run_1/io_placement.png
Pins as bars across the die edge, other pins in gray.
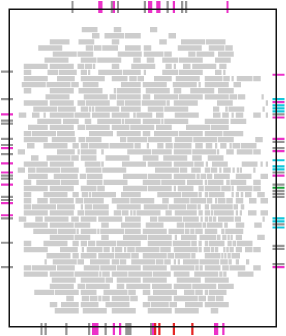
run_1/wires.png
The bar under the picture is 20 µm long.
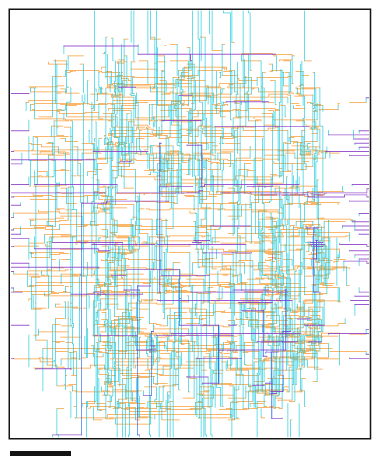
run_1/clk_routes.png
The bar under the picture is 20 µm long.
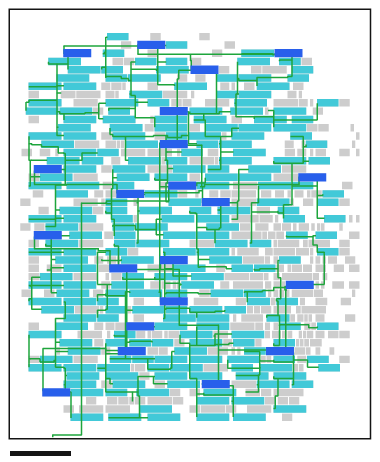
===== config.mk =====
export PLATFORM = sky130hd
export DESIGN_NAME = fprint_writer
export DESIGN_NICKNAME = d
export VERILOG_FILES = /design/src/rtl/fprint_writer.sv
export SDC_FILE = /design/constraint.sdc
export NUM_CORES = 1
export LEC_CHECK = 0
export CORE_ASPECT_RATIO = 1.2
export CORE_MARGIN = 3
export CORE_UTILIZATION = 55
export DETAILED_ROUTE_END_ITERATION = 10
export GPL_TIMING_DRIVEN = 0
export PLACE_DENSITY = 0.87
export REMOVE_ABC_BUFFERS = 1
export SETUP_SLACK_MARGIN = 0.2
export SYNTH_ARGS = -nofsm -noshare
export SYNTH_HDL_FRONTEND = slang
export SYNTH_SLANG_ARGS = --single-unit
export TNS_END_PERCENT = 30

===== constraint.sdc =====
create_clock -name clk -period 5.19 [get_ports clk]
set_input_delay 1.038 -clock clk [delete_from_list [all_inputs] [get_ports clk]]
set_output_delay 1.038 -clock clk [all_outputs]
set_load 0.03 [all_outputs]

===== src/rtl/fprint_writer.sv =====
// Purpose : Avalon-MM write master turning buffered fingerprint/task-end events into comparator register writes.
// Latency : event pushed at edge N into an empty FIFO -> first beat has write=1 after edge N+1, CRC beat (fingerprints) after edge N+2.
// Backpressure: in_ready drops while the FIFO is full; waitrequest=1 freezes address/data/write until the beat completes.
//
// Ports:
//   clk, reset             - single clock, synchronous active-low reset
//   in_valid/in_ready      - event handshake from the CRC engine
//   in_type                - 0 = fingerprint (task beat + CRC beat), 1 = task end (one beat)
//   in_task_id, in_crc     - event payload (in_crc unused for task-end events)
//   fprint_address/_write/_writedata/_waitrequest - Avalon-MM write master towards the comparator
//   busy                   - FIFO non-empty or a write sequence in progress
//   fifo_count             - number of buffered events
module fprint_writer #(
    parameter int ADDR_WIDTH  = 10,
    parameter int DATA_WIDTH  = 32,
    parameter int KEY_WIDTH   = 4,
    parameter int FIFO_DEPTH  = 4,
    parameter int TASK_OFFSET = 0,
    parameter int CRC_OFFSET  = 1,
    parameter int END_OFFSET  = 2
) (
    input  logic                        clk,
    input  logic                        reset,
    input  logic                        in_valid,
    output logic                        in_ready,
    input  logic                        in_type,
    input  logic [KEY_WIDTH-1:0]        in_task_id,
    input  logic [DATA_WIDTH-1:0]       in_crc,
    output logic [ADDR_WIDTH-1:0]       fprint_address,
    output logic                        fprint_write,
    output logic [DATA_WIDTH-1:0]       fprint_writedata,
    input  logic                        fprint_waitrequest,
    output logic                        busy,
    output logic [$clog2(FIFO_DEPTH):0] fifo_count
);

    localparam int PTR_W = $clog2(FIFO_DEPTH);
    localparam int CNT_W = PTR_W + 1;
    localparam int ENT_W = 1 + KEY_WIDTH + DATA_WIDTH;

    localparam logic [CNT_W-1:0]      FULL_CNT = CNT_W'(FIFO_DEPTH);
    localparam logic [ADDR_WIDTH-1:0] A_TASK   = ADDR_WIDTH'(TASK_OFFSET);
    localparam logic [ADDR_WIDTH-1:0] A_CRC    = ADDR_WIDTH'(CRC_OFFSET);
    localparam logic [ADDR_WIDTH-1:0] A_END    = ADDR_WIDTH'(END_OFFSET);

    typedef enum logic [1:0] {
        S_IDLE    = 2'd0,
        S_WR_TASK = 2'd1,
        S_WR_CRC  = 2'd2,
        S_WR_END  = 2'd3
    } state_t;

    // Event buffer: {type, task_id, crc} per entry
    logic [ENT_W-1:0]      r_mem [FIFO_DEPTH];
    logic [PTR_W-1:0]      r_wptr;
    logic [PTR_W-1:0]      r_rptr;
    logic [CNT_W-1:0]      r_count;

    // Write sequencer
    state_t                r_state;
    logic [ADDR_WIDTH-1:0] r_addr;
    logic [DATA_WIDTH-1:0] r_wdata;
    logic                  r_write;
    logic [DATA_WIDTH-1:0] r_crc;      // CRC held for the second beat of a fingerprint

    logic                  w_push;
    logic                  w_pop;
    logic                  w_done;
    logic [ENT_W-1:0]      w_head;
    logic                  w_head_type;
    logic [KEY_WIDTH-1:0]  w_head_task;
    logic [DATA_WIDTH-1:0] w_head_crc;

    assign in_ready    = (r_count != FULL_CNT);
    assign w_push      = in_valid & in_ready;
    // The head is only taken while the sequencer is idle, so an event's beats are never interleaved
    assign w_pop       = (r_state == S_IDLE) && (r_count != '0);
    assign w_done      = r_write & ~fprint_waitrequest;

    assign w_head      = r_mem[r_rptr];
    assign w_head_type = w_head[ENT_W-1];
    assign w_head_task = w_head[DATA_WIDTH +: KEY_WIDTH];
    assign w_head_crc  = w_head[DATA_WIDTH-1:0];

    assign fprint_address   = r_addr;
    assign fprint_write     = r_write;
    assign fprint_writedata = r_wdata;
    assign fifo_count       = r_count;
    assign busy             = (r_count != '0) || (r_state != S_IDLE);

    // Storage needs no reset: entries are only read below the occupancy count
    always_ff @(posedge clk) begin
        if (w_push) begin
            r_mem[r_wptr] <= {in_type, in_task_id, in_crc};
        end
    end

    // Pointers wrap naturally because FIFO_DEPTH is a power of two
    always_ff @(posedge clk) begin
        if (!reset) begin
            r_wptr  <= '0;
            r_rptr  <= '0;
            r_count <= '0;
        end else begin
            if (w_push) begin
                r_wptr <= r_wptr + 1'b1;
            end
            if (w_pop) begin
                r_rptr <= r_rptr + 1'b1;
            end
            case ({w_push, w_pop})
                2'b10:   r_count <= r_count + 1'b1;
                2'b01:   r_count <= r_count - 1'b1;
                default: r_count <= r_count;
            endcase
        end
    end

    always_ff @(posedge clk) begin
        if (!reset) begin
            r_state <= S_IDLE;
            r_addr  <= '0;
            r_wdata <= '0;
            r_write <= 1'b0;
            r_crc   <= '0;
        end else begin
            case (r_state)
                S_IDLE: begin
                    if (w_pop) begin
                        r_crc   <= w_head_crc;
                        r_wdata <= DATA_WIDTH'(w_head_task);
                        r_write <= 1'b1;
                        if (w_head_type) begin
                            r_state <= S_WR_END;
                            r_addr  <= A_END;
                        end else begin
                            r_state <= S_WR_TASK;
                            r_addr  <= A_TASK;
                        end
                    end
                end
                S_WR_TASK: begin
                    // CRC beat follows the task beat with no gap
                    if (w_done) begin
                        r_state <= S_WR_CRC;
                        r_addr  <= A_CRC;
                        r_wdata <= r_crc;
                    end
                end
                S_WR_CRC, S_WR_END: begin
                    if (w_done) begin
                        r_state <= S_IDLE;
                        r_addr  <= '0;
                        r_wdata <= '0;
                        r_write <= 1'b0;
                    end
                end
                default: begin
                    r_state <= S_IDLE;
                    r_write <= 1'b0;
                end
            endcase
        end
    end

endmodule

==> impl_metrics.json, run 1 <==
{
  "worstSetupStartpoint": "r_state[0]",
  "port_buffers": 80,
  "finalCritPeriodShare": 0.652,
  "drt-initial-drc-count": 379,
  "fp_util": 0.570,
  "clk_pin_slew_ns": 0.06,
  "p_total_uw": 4980,
  "seqCellArea_mm2": 0.00601,
  "yosysTopAreaCell": "edfxtp_1",
  "die-area_mm2": 0.0166,
  "yosys_warnings": 0,
  "drv_cap": 0,
  "final_common_cell": "edfxtp_1",
  "grt_pass1_wl_um": 25200,
  "ys_sh_xor": 0.00211,
  "drtPass1Iterations": 8,
  "hold-path-endpoint": "r_crc[16]",
  "fp.coreArea_mm2": 0.0146,
  "cp-endpoint": "fifo_count[2]",
  "critPathBufInv": 2,
  "maxPowerGroup": "sequential cells",
  "synth.top_cell.area_share": 0.535,
  "r2r-end": "fifo_count[2]",
  "worstPathArrival_ns": 3.79,
  "ys_sh_simple": 0.0427,
  "crit_path_end_kind": "flop",
  "drive_above_1_share": 0.158,
  "ys_sh_mux": 0.104,
  "crit_family": "buffers and inverters",
  "ys_area_mm2": 0.00831,
  "cts_tree": "yes",
  "powerDensity_mw_per_mm2": 496,
  "setup-violations-final": 0,
  "grt_antenna_before_repair": 0,
  "tool_warnings": 28,
  "rsz0062_at_grt": "false",
  "path_cells": "nor2_1 > nand2_2 > inv_1 > ha_1 > inv_1 > fa_1 > xor2_1 > or3_1 > a21oi_1",
  "synthDistinctLibCells": 41,
  "switching_share": 0.292,
  "rows": 48,
  "wl_met2_um": 8300,
  "ioPinCount": 89,
  "status": "completed",
  "dp_cells": 738,
  "num-fill-cells": 910,
  "clk_latency_ns": 0.49,
  "antennaDiodeCount": 0,
  "p_clk_uw": 1450,
  "ys_sh_adder": 0.00993,
  "topCombFamilyByArea": "multiplexers",
  "crit_path_top_delay_cell": "inv_1",
  "final_cells": 775,
  "maxSlewViolCount": 0,
  "grt_max_degree": 49,
  "vias": 4563,
  "drt_wl_total_um": 16200,
  "clk_path_buf_depth": 3,
  "grt_overflow_total": 0,
  "ys_seq_frac": 0.722,
  "crit_cells": 9,
  "holdPathStages": 2,
  "h-tree-depth": 1,
  "worst_setup_path_start_kind": "flop",
  "synthAoiAreaFrac": 0.0890,
  "rr_worst_depth": 9,
  "ant_nets": 0,
  "grt_use_total": 0.192,
  "ys_top_cells_by_count": "148 x edfxtp_1, 78 x dfxtp_1, 38 x nand2_1, 37 x mux4_2, 32 x o2bb2ai_1",
  "seq-power_uw": 2340,
  "mostFrequentLayoutCells": "148 x edfxtp_1, 79 x clkdlybuf4s50_1, 76 x dfxtp_1",
  "root_buffer": "clkbuf_16",
  "drc_errors": 0,
  "top_cell": "edfxtp_1",
  "die_w_um": 118,
  "ys_cells": 480,
  "worst-setup-path-type": "flop to flop",
  "cts_setup_buffers": 0,
  "cpMostUsedCell": "inv_1",
  "routed.top_layer": "met4",
  "cts_buffers": 21,
  "wl_met3_um": 1260,
  "combPwrFrac": 0.240,
  "syn_area_mm2": 0.00831,
  "hp-class": "flop to flop",
  "layout.area.comb_mm2": 0.00211,
  "pre_cts_ws_ns": 1.96,
  "seqPwrFrac": 0.470,
  "area_growth_pct": 20.9,
  "fin_nets": 608,
  "ys_ff": 226,
  "p_int_uw": 3530,
  "die_h_um": 141,
  "fin_ws_ns": 1.81,
  "grt_use_met3": 0.0357,
  "async_flop_share": 0,
  "power.leakage_uw": 0.00327,
  "max_freq_ghz": 0.296,
  "use_met1": 0.238,
  "power_switching_uw": 1450
}
Back to the opening pictures, io_placement.png:
| port | color | pins | direction | edge |
|---|---|---|---|---|
| fprint_address | cyan | 10 | output | right |
| in_ready | green | 1 | output | right |
| in_task_id | red | 4 | input | bottom |
| fprint_writedata | magenta | 32 | output | 9 bottom, 9 top, 7 left, 7 right |
all pins by edge: 30 right, 22 bottom, 21 left, 16 top

Back to the opening pictures, wires.png:
| layer | color | wire length |
|---|---|---|
| metal 4 | blue | 350 µm |
| metal 2 | cyan | 8300 µm |
| metal 3 | purple | 1260 µm |
| metal 1 | orange | 6270 µm |

Back to the opening pictures, clk_routes.png:
[flip-flops] cyan | count: 226
[clock drivers] blue | count: 21
[clock wires] green | length: 2280 µm
flops lie: all over the die
routed clock nets: 22

-- run 1: final cells by class --
| type | instances | share of cell area |
|---|---|---|
| timing repair buffer | 89 | 0.0994 |
| multi-input combinational | 215 | 0.210 |
| tap | 200 | 0.0249 |
| sequential | 226 | 0.598 |
| clock buffer | 32 | 0.0625 |
| inverter | 8 | 0.00299 |
| clock inverter | 5 | 0.00261 |
-- run 1: registers in the layout (all words and copies together) (netlist names), named ones only --
register and count:
fifo_count 3, fprint_address 2, fprint_write 1, fprint_writedata 32, r_crc 32, r_mem 148
r_rptr 2, r_state 2, r_wptr 2
run_1/flops_by_reg.png
Other sequential cells in the stronger gray, the rest of the logic in the fainter gray.
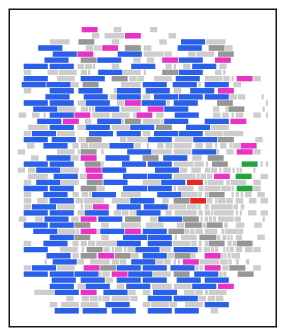

==> run 2: changes to the inputs <==
clock period = 3.5 ns   (was 5.19 ns; I/O delays follow)
run_2/flops_by_reg.png
Other sequential cells in the stronger gray, the rest of the logic in the fainter gray.
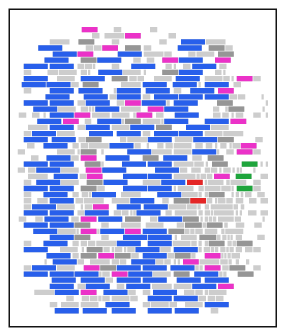
| name in the netlist | color | placed flops |
|---|---|---|
| fifo_count | green | 3 |
| fprint_writedata | magenta | 32 |
| r_mem | blue | 148 |
| r_wptr | red | 2 |

==> impl_metrics.json, run 2 <==
{
  "synthDistinctLibCells": 41,
  "grt_overflow_total": 0,
  "drive_above_1_share": 0.160,
  "pre_cts_ws_ns": 0.274,
  "ioPinCount": 89,
  "maxPowerGroup": "sequential cells",
  "rsz0062_at_grt": "false",
  "grt_max_degree": 49,
  "layout.area.comb_mm2": 0.00211,
  "die_h_um": 141,
  "status": "completed",
  "drtPass1Iterations": 8,
  "mostFrequentLayoutCells": "148 x edfxtp_1, 79 x clkdlybuf4s50_1, 76 x dfxtp_1",
  "tool_warnings": 28,
  "max_freq_ghz": 0.330,
  "ys_cells": 480,
  "setup-violations-final": 0,
  "p_clk_uw": 2140,
  "yosysTopAreaCell": "edfxtp_1",
  "seqPwrFrac": 0.470,
  "synth.top_cell.area_share": 0.535,
  "drt-initial-drc-count": 373,
  "path_cells": "or3_4 > nand2_2 > clkinvlp_4 > ha_1 > inv_1 > fa_1 > xor2_1 > or3_1 > a21oi_1",
  "fp.coreArea_mm2": 0.0146,
  "ys_area_mm2": 0.00831,
  "routed.top_layer": "met4",
  "worst-setup-path-type": "flop to flop",
  "crit_path_top_delay_cell": "clkinvlp_4",
  "finalCritPeriodShare": 0.866,
  "wl_met2_um": 8300,
  "ys_seq_frac": 0.722,
  "antennaDiodeCount": 0,
  "maxSlewViolCount": 0,
  "clk_pin_slew_ns": 0.06,
  "wl_met3_um": 1200,
  "num-fill-cells": 910,
  "cts_setup_buffers": 0,
  "worstPathArrival_ns": 3.44,
  "synthAoiAreaFrac": 0.0890,
  "worstSetupStartpoint": "fifo_count[1]",
  "grt_use_total": 0.192,
  "fin_ws_ns": 0.468,
  "power.leakage_uw": 0.00326,
  "hp-class": "flop to flop",
  "top_register": "r_mem",
  "combPwrFrac": 0.240,
  "area_growth_pct": 20.9,
  "rows": 48,
  "cts_buffers": 21,
  "largest_reg_flops": 148,
  "crit_path_end_kind": "flop",
  "async_flop_share": 0,
  "ys_sh_mux": 0.104,
  "ys_ff": 226,
  "die_w_um": 118,
  "cts_tree": "yes",
  "clk_path_buf_depth": 3,
  "ys_top_cells_by_count": "148 x edfxtp_1, 78 x dfxtp_1, 38 x nand2_1, 37 x mux4_2, 32 x o2bb2ai_1",
  "seqCellArea_mm2": 0.00601,
  "drt_wl_total_um": 16200,
  "fin_nets": 608,
  "p_int_uw": 5240,
  "top_cell": "edfxtp_1",
  "topCombFamilyByArea": "multiplexers"
}
run_2/io_placement.png
Pins as bars across the die edge, other pins in gray.
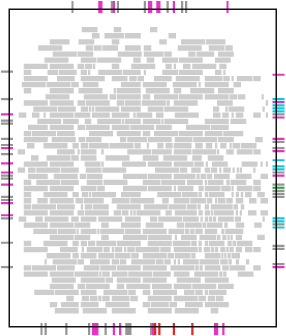
| port | color | pins | direction | edge |
|---|---|---|---|---|
| fprint_address | cyan | 10 | output | right |
| in_ready | green | 1 | output | right |
| in_task_id | red | 4 | input | bottom |
| fprint_writedata | magenta | 32 | output | 9 bottom, 9 top, 7 left, 7 right |

## run 2: cell counts after synthesis
No cell type changed its count.
## run 2: cell type report
type	instances	area share
clock buffers	32	0.0625
clock inverters	5	0.00261
inverters	8	0.00336
multi-input cells	215	0.210
flip-flops and latches	226	0.598
well taps	200	0.0249
repair buffers	89	0.0993
## run 2: per-layer routing
metal | vias to the layer above | GRT usage
met5 | - | 0
met3 | 29 | 0.0357
met1 | 2299 | 0.238
met4 | 0 | 0.0741
met2 | 187 | 0.336
li1 | 2059 | -
## run 2: worst paths after layout
path | to | cells past startpoint
min reg2reg | r_crc[16] | 2
max reg2reg | fifo_count[2] | 9
max | fifo_count[2] | 9
min | r_crc[16] | 2
## run 2: tightest hold or removal path: stages (launching register included)
cell	delay, ns
dfxtp_1	0.31
nand2_1	0.05
o2bb2ai_1	0.06
run_2/clocks.png
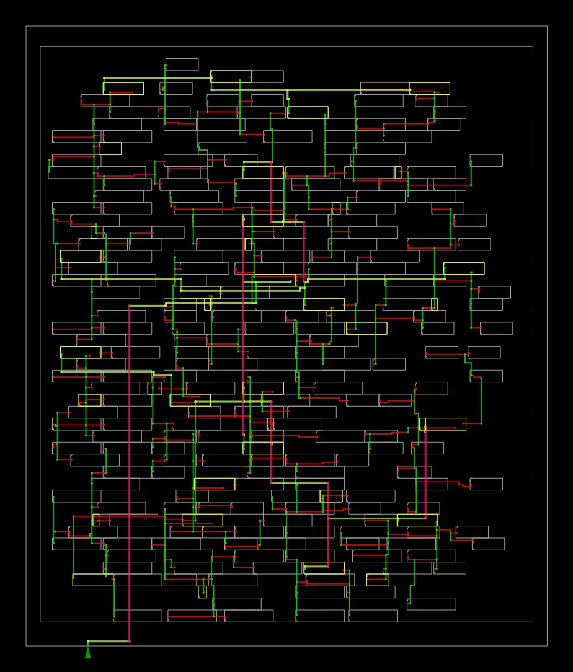

==> run 3: changes to the inputs <==
GPL_TIMING_DRIVEN = default   (was 0)
run_3/clocks.png
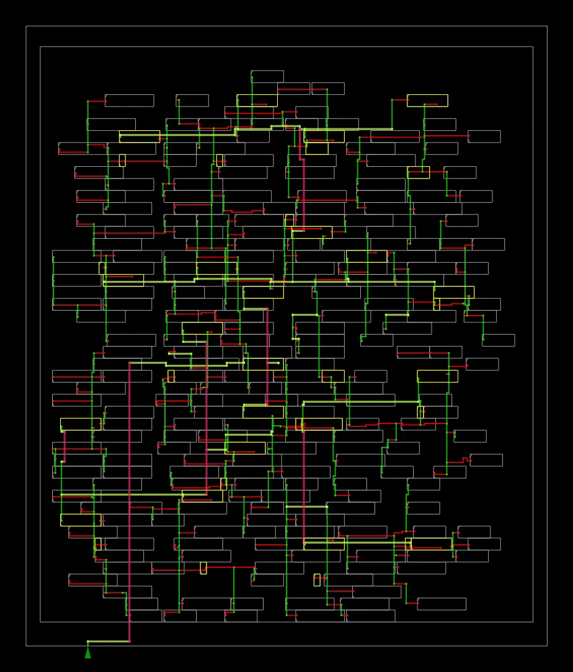
Clock Skews: 0.0100 ns
clock buffers: 30
Sink Count: 226
Flops: 226

run_3/flops_by_reg.png
Other sequential cells in the stronger gray, the rest of the logic in the fainter gray.
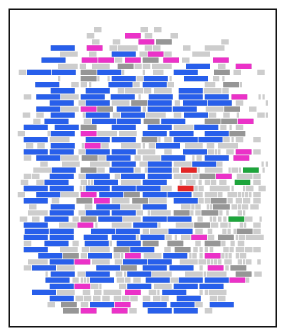
sequential cell area: 0.00601 mm²
total sequential power: 3520 µW
final core utilization: 0.677

==> impl_metrics.json, run 3 <==
{
  "status": "completed",
  "ant_nets": 0,
  "port_buffers": 80,
  "die_h_um": 141,
  "fp_util": 0.570,
  "drt-initial-drc-count": 419,
  "powerDensity_mw_per_mm2": 732,
  "clk_path_buf_depth": 3,
  "synthAoiAreaFrac": 0.0890,
  "critPathBufInv": 1,
  "ys_top_cells_by_count": "148 x edfxtp_1, 78 x dfxtp_1, 38 x nand2_1, 37 x mux4_2, 32 x o2bb2ai_1",
  "topCombFamilyByArea": "multiplexers",
  "grt_max_degree": 64,
  "maxPowerGroup": "sequential cells",
  "wl_met3_um": 1190,
  "crit_family": "simple AND/OR/NAND/NOR gates",
  "grtUsageMet2": 0.351,
  "fin_ws_ns": 0.646,
  "root_buffer": "clkbuf_16",
  "ys_sh_xor": 0.00211,
  "p_clk_uw": 2040,
  "rr_worst_depth": 8,
  "drive_above_1_share": 0.154,
  "ioPinCount": 89,
  "layout.area.comb_mm2": 0.00210,
  "dp_cells": 740,
  "mostFrequentLayoutCells": "148 x edfxtp_1, 79 x clkdlybuf4s50_1, 76 x dfxtp_1",
  "inverters": 8,
  "ys_seq_frac": 0.722,
  "drt_wl_total_um": 16400,
  "clk_pin_slew_ns": 0.06,
  "ys_sh_adder": 0.00993,
  "switching_share": 0.293,
  "finalCritPeriodShare": 0.816,
  "setup-violations-final": 0,
  "path_cells": "nor3_2 > nand2_1 > clkdlybuf4s50_1",
  "final_common_cell": "edfxtp_1",
  "ys_ff": 226,
  "largest_cell_class": "flip-flops and latches",
  "p_int_uw": 5120,
  "worst-setup-path-type": "flop to output pin",
  "largest_reg_flops": 148,
  "pre_cts_ws_ns": 0.806,
  "grt_antenna_before_repair": 0,
  "crit_path_top_delay_cell": "clkdlybuf4s50_1",
  "seq_share": 0.608,
  "top_cell": "edfxtp_1",
  "grt_use_total": 0.195,
  "antennaDiodeCount": 0,
  "syn_area_mm2": 0.00831,
  "vias": 4671,
  "clk_latency_ns": 0.48,
  "cp-endpoint": "busy",
  "drtPass1Iterations": 5,
  "ys_cells": 480,
  "drc_errors": 0,
  "fin_nets": 610,
  "crit_cells": 3,
  "tool_warnings": 28,
  "drv_cap": 0,
  "fp.coreArea_mm2": 0.0146,
  "ys_area_mm2": 0.00831,
  "grt_use_met3": 0.0313,
  "worst_setup_path_start_kind": "flop",
  "num-fill-cells": 933,
  "combPwrFrac": 0.231,
  "rsz0062_at_grt": "false"
}
==> run 3: stage by stage <==
step | total power [µW] | hold WS, ns
after floorplan | 4600 | 0.437
after global placement | 5120 | 0.446
after detailed placement | 5240 | 0.453
after CTS | 7290 | 0.463
after global routing | 7540 | 0.481
final | 7240 | 0.461
==> run 3: worst min path at each step <==
stage / to / slack, ns / cells after the start
finish: r_crc[13] / 0.46 / 2
global route: r_crc[20] / 0.48 / 2
CTS: r_crc[20] / 0.46 / 2
detailed placement: r_crc[19] / 0.45 / 2
global placement: r_crc[21] / 0.45 / 2
floorplan: r_crc[1] / 0.44 / 2
Power figures rest on the tool's default switching activity, not on a simulated workload.
